==> images/port_trees.png <==
(2 px per um)
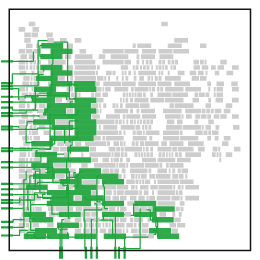
==> images/sizing.png <==
(4 px per um)
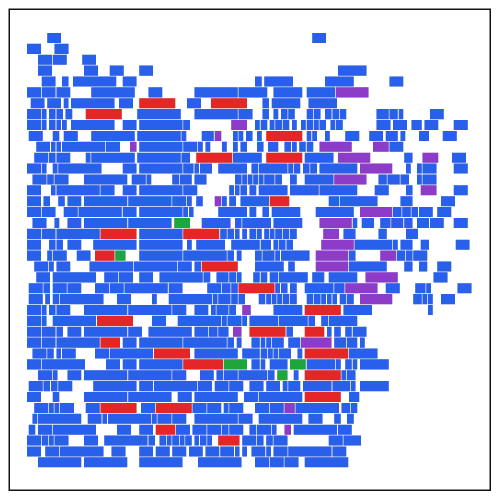
==> images/placed.png <==
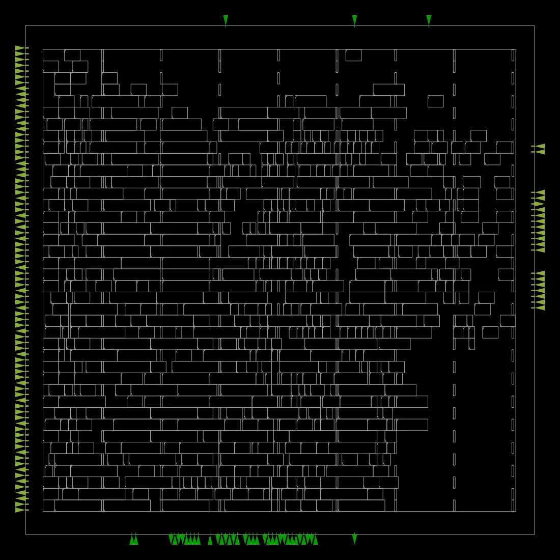
==> images/pinout.png <==
(4 px per um) Pins as bars across the die edge, other pins in gray.
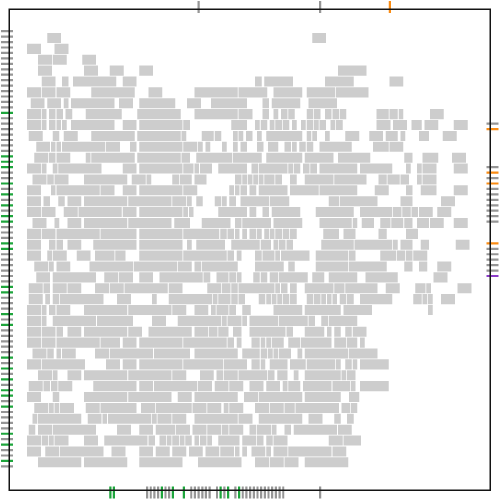
==> images/layers.png <==
(4 px per um) Only two layers are drawn.
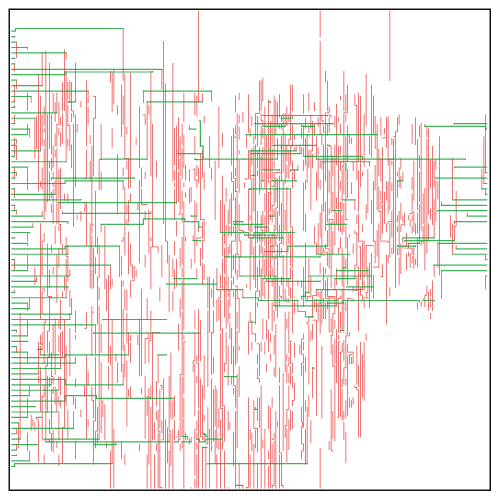
[config.mk]
export PLATFORM = sky130hd
export DESIGN_NAME = regfile_wb_arbiter
export DESIGN_NICKNAME = d
export VERILOG_FILES = /design/src/rtl/regfile_wb_arbiter.sv
export SDC_FILE = /design/constraint.sdc
export NUM_CORES = 1
export LEC_CHECK = 0
export CAP_MARGIN = 0
export CORE_MARGIN = 4
export CORE_UTILIZATION = 45
export DETAILED_ROUTE_END_ITERATION = 12
export PLACE_DENSITY = 0.85
export SLEW_MARGIN = 20
export SYNTH_ARGS = -nofsm -noshare
export SYNTH_HDL_FRONTEND = slang
export SYNTH_SLANG_ARGS = --single-unit
[constraint.sdc]
create_clock -name clk_i -period 6.3 [get_ports clk_i]
set_input_delay 0.945 -clock clk_i [delete_from_list [all_inputs] [get_ports clk_i]]
set_output_delay 0.945 -clock clk_i [all_outputs]
set_load 0.01 [all_outputs]
[src/rtl/regfile_wb_arbiter.sv]
// Register-file write-port arbiter: pipeline writeback vs. buffered MDU results,
// plus MDU busy-bit scoreboard. Optional macro REGFILE_WB_BYPASS_EN cancels RS hazards on same-cycle head writes.
module regfile_wb_arbiter #(
  parameter int DEPTH        = 2,
  parameter int STARVE_LIMIT = 4
) (
  input  logic        clk_i,
  input  logic        rst_i,
  input  logic        PipeWrite_i,
  input  logic [4:0]  PipeRDaddr_i,
  input  logic [31:0] PipeRDdata_i,
  input  logic        MduValid_i,
  input  logic [4:0]  MduRDaddr_i,
  input  logic [31:0] MduRDdata_i,
  output logic        MduReady_o,
  input  logic        Issue_i,
  input  logic [4:0]  IssueRDaddr_i,
  input  logic [4:0]  RS1addr_i,
  input  logic [4:0]  RS2addr_i,
  input  logic [4:0]  RDaddr_i,
  output logic        Hazard_o,
  output logic        PipeHold_o,
  output logic        RegWrite_o,
  output logic [4:0]  RDaddr_o,
  output logic [31:0] RDdata_o
);
  localparam int PW = (DEPTH > 1) ? $clog2(DEPTH) : 1;
  localparam int CW = $clog2(DEPTH + 1);
  localparam logic [3:0] LIMIT = 4'(STARVE_LIMIT);

  logic [36:0]   fifo_q [DEPTH];
  logic [36:0]   fifo_d [DEPTH];
  logic [PW-1:0] wr_ptr_q, wr_ptr_d, rd_ptr_q, rd_ptr_d;
  logic [CW-1:0] count_q, count_d;
  logic [31:0]   busy_q, busy_d;
  logic [3:0]    starve_q, starve_d;
  logic          hold_q, hold_d;

  logic          empty, full, push, pipe_win, head_pop;
  logic [4:0]    head_addr;
  logic [31:0]   head_data;
  logic          rs1_hz, rs2_hz, rd_hz;

  always_comb begin
    empty     = (count_q == '0);
    full      = (count_q == CW'(DEPTH));
    head_addr = fifo_q[rd_ptr_q][36:32];
    head_data = fifo_q[rd_ptr_q][31:0];
    MduReady_o = !rst_i && !full;
    push      = MduValid_i && MduReady_o;
    pipe_win  = !rst_i && PipeWrite_i && (PipeRDaddr_i != 5'd0);
    head_pop  = !rst_i && !pipe_win && !empty;

    RegWrite_o = 1'b0;
    RDaddr_o   = 5'd0;
    RDdata_o   = 32'd0;
    if (pipe_win) begin
      RegWrite_o = 1'b1;
      RDaddr_o   = PipeRDaddr_i;
      RDdata_o   = PipeRDdata_i;
    end else if (head_pop) begin
      RegWrite_o = 1'b1;
      RDaddr_o   = head_addr;
      RDdata_o   = head_data;
    end else begin
      RegWrite_o = 1'b0;
    end

    fifo_d = fifo_q;
    if (push) fifo_d[wr_ptr_q] = {MduRDaddr_i, MduRDdata_i};
    wr_ptr_d = push ? wr_ptr_q + 1'b1 : wr_ptr_q;
    rd_ptr_d = head_pop ? rd_ptr_q + 1'b1 : rd_ptr_q;
    count_d  = count_q + CW'(push) - CW'(head_pop);

    // Set after clear so a same-cycle issue to the retiring address stays busy
    busy_d = busy_q;
    if (head_pop) busy_d[head_addr] = 1'b0;
    if (Issue_i && (IssueRDaddr_i != 5'd0)) busy_d[IssueRDaddr_i] = 1'b1;
    busy_d[0] = 1'b0;

    if (empty || head_pop) starve_d = 4'd0;
    else if (starve_q != 4'hF) starve_d = starve_q + 4'd1;
    else starve_d = starve_q;

    if (head_pop) hold_d = 1'b0;
    else if (starve_q == LIMIT) hold_d = 1'b1;
    else hold_d = hold_q;

    rs1_hz = (RS1addr_i != 5'd0) && busy_q[RS1addr_i];
    rs2_hz = (RS2addr_i != 5'd0) && busy_q[RS2addr_i];
    rd_hz  = (RDaddr_i  != 5'd0) && busy_q[RDaddr_i];
`ifdef REGFILE_WB_BYPASS_EN
    // The register file forwards this cycle's write data, so only source reads may skip the stall
    if (head_pop && (head_addr == RS1addr_i)) rs1_hz = 1'b0;
    if (head_pop && (head_addr == RS2addr_i)) rs2_hz = 1'b0;
`endif
    Hazard_o   = !rst_i && (rs1_hz || rs2_hz || rd_hz);
    PipeHold_o = hold_q;
  end

  always_ff @(posedge clk_i) begin
    if (rst_i) begin
      wr_ptr_q <= '0;
      rd_ptr_q <= '0;
      count_q  <= '0;
      busy_q   <= 32'd0;
      starve_q <= 4'd0;
      hold_q   <= 1'b0;
    end else begin
      wr_ptr_q <= wr_ptr_d;
      rd_ptr_q <= rd_ptr_d;
      count_q  <= count_d;
      busy_q   <= busy_d;
      starve_q <= starve_d;
      hold_q   <= hold_d;
    end
  end

  // Storage is only ever read behind a non-zero count, so it needs no reset
  always_ff @(posedge clk_i) begin
    fifo_q <= fifo_d;
  end
endmodule

==> deck_impl_summary.md <==
Physical Implementation Snapshot

Worst setup path
  • Crit. path cell count: 6
  • Worst Setup End Kind: output pin
  • Required time of the critical path: 5.35 ns

Final timing
  • Clock period minus final worst setup slack: 4.73 ns
  • Final setup viols: 0
  • Hold Fails Final Rpt: 0
  • FMAX: 212 MHz
  • Final period utilization: 75.0%

CTS
  • CTS Buf Count: 17
  • Hold Buf Count CTS: 0
  • Insertion Delay late pin: 0.41 ns

Final layout
  • Fin area: 7760 sq um
  • Layout net count: 741
  • Share of the core filled with cells: 64.1%

Job
  • Tool warning count: 27

Logic synthesis
  • Synth top cell by count: nand2_1
  • Flops after synth: 114
  • Yosys stat area: 5630 sq um
  • Yosys top cell by area: edfxtp_1
  • Most common reg cell: edfxtp_1

Die
  • Die width: 120 um

Detailed routing
  • Drt pass-1 iters: 5
  • DR vias: 4786

Power
  • Total power: 2.09 mW
  • Clock network power share: 44.2%
  • Sequential power share: 41.1%

Place
  • DP Area: 7140 sq um

Status
  • Status: completed

GRT
  • Largest net degree at the start of global routing: 40
  • Number of global-route vias before repair: 4892
About port_trees.png:
MduRDdata_i: in green, direction input, edge 24 left, 8 bottom, end cells 64, buffers 32, wire 1250 um.

About sizing.png:
x2: in purple, cells 27, share 4.1%, most used mux4_2. x6 and larger: in red, cells 26, share 4.0%, most used clkbuf_16. x3 and x4: in green, cells 5, share 0.77%, most used buf_4. x1 and smaller: in blue, cells 593, share 91%, most used clkdlybuf4s50_1.

About placed.png:
Seq Cell Count: 114
core area: 12100 sq um
Tap Count: 168
sequential cell area share: 39.0%
Row Count: 40

About pinout.png:
RS1addr_i: in orange, pins 5, direction input, edge 4 right, 1 top. Issue_i: in purple, pins 1, direction input, edge right. MduRDdata_i: in green, pins 32, direction input, edge 24 left, 8 bottom.
All pins by edge: 81 left, 36 bottom, 20 right, 3 top.

About layers.png:
M3: in green, wire length 1740 um. M2: in red, wire length 7780 um.

==> state kept, by name, indices dropped and copies added, names as in the netlist <==
| name | count |
|---|---|
| wr_ptr_q | 1 |
| starve_q | 4 |
| count_q | 2 |
| busy_q | 31 |
| PipeHold_o | 1 |
| fifo_q | 74 |
| rd_ptr_q | 1 |
==> tightest hold or removal path: stages (launching register included) <==
cell and delay [ns]:
dfxtp_1 0.33, o21ai_0 0.08, a21oi_1 0.06
==> logic make-up (layout without fill, tap and decap cells) <==
kind of cell | count (synthesis) | in the layout | share of synthesized area (%)
AOI/OAI and AO/OA | 131 | 131 | 13.4
xor gates and xnor gates | 5 | 5 | 0.778
adders and majority gates | 4 | 4 | 0.889
buffers and inverters | 39 | 189 | 3.13
DFF | 114 | 114 | 53.7
muxes | 67 | 67 | 16.7
and+or+nand+nor | 141 | 141 | 11.5
==> layout make-up <==
type                       instances  area [sq um]  share of cell area [%]
clock buffer                      27           534                    6.88
clock inverter                     5          50.0                   0.645
inverter                          14          52.6                   0.677
multi-input combinational        348          2440                    31.5
sequential                       114          3020                    39.0
tap                              168           210                    2.71
timing repair buffer             143          1450                    18.7
==> power groups by stage <==
stage	Sequential [mW]	Clock (mW)	Combinational (mW)
6_report	0.861	0.926	0.308
5_1_grt	0.864	0.967	0.331
4_1_cts	0.862	0.929	0.303
3_5_place_dp	0.875	0	0.299
3_3_place_gp	0.873	0	0.293
2_1_floorplan	0.861	0	0.153
==> layer usage <==
layer | vias up | wire length (um) | global-route usage (%)
li1 | 2164 | - | -
met1 | 2301 | 6280 | 27.2
met2 | 278 | 7780 | 37.8
met3 | 43 | 1740 | 8.44
met4 | 0 | 370 | 8.38
met5 | - | 0 | 0
Power and IR drop assume default switching activity.
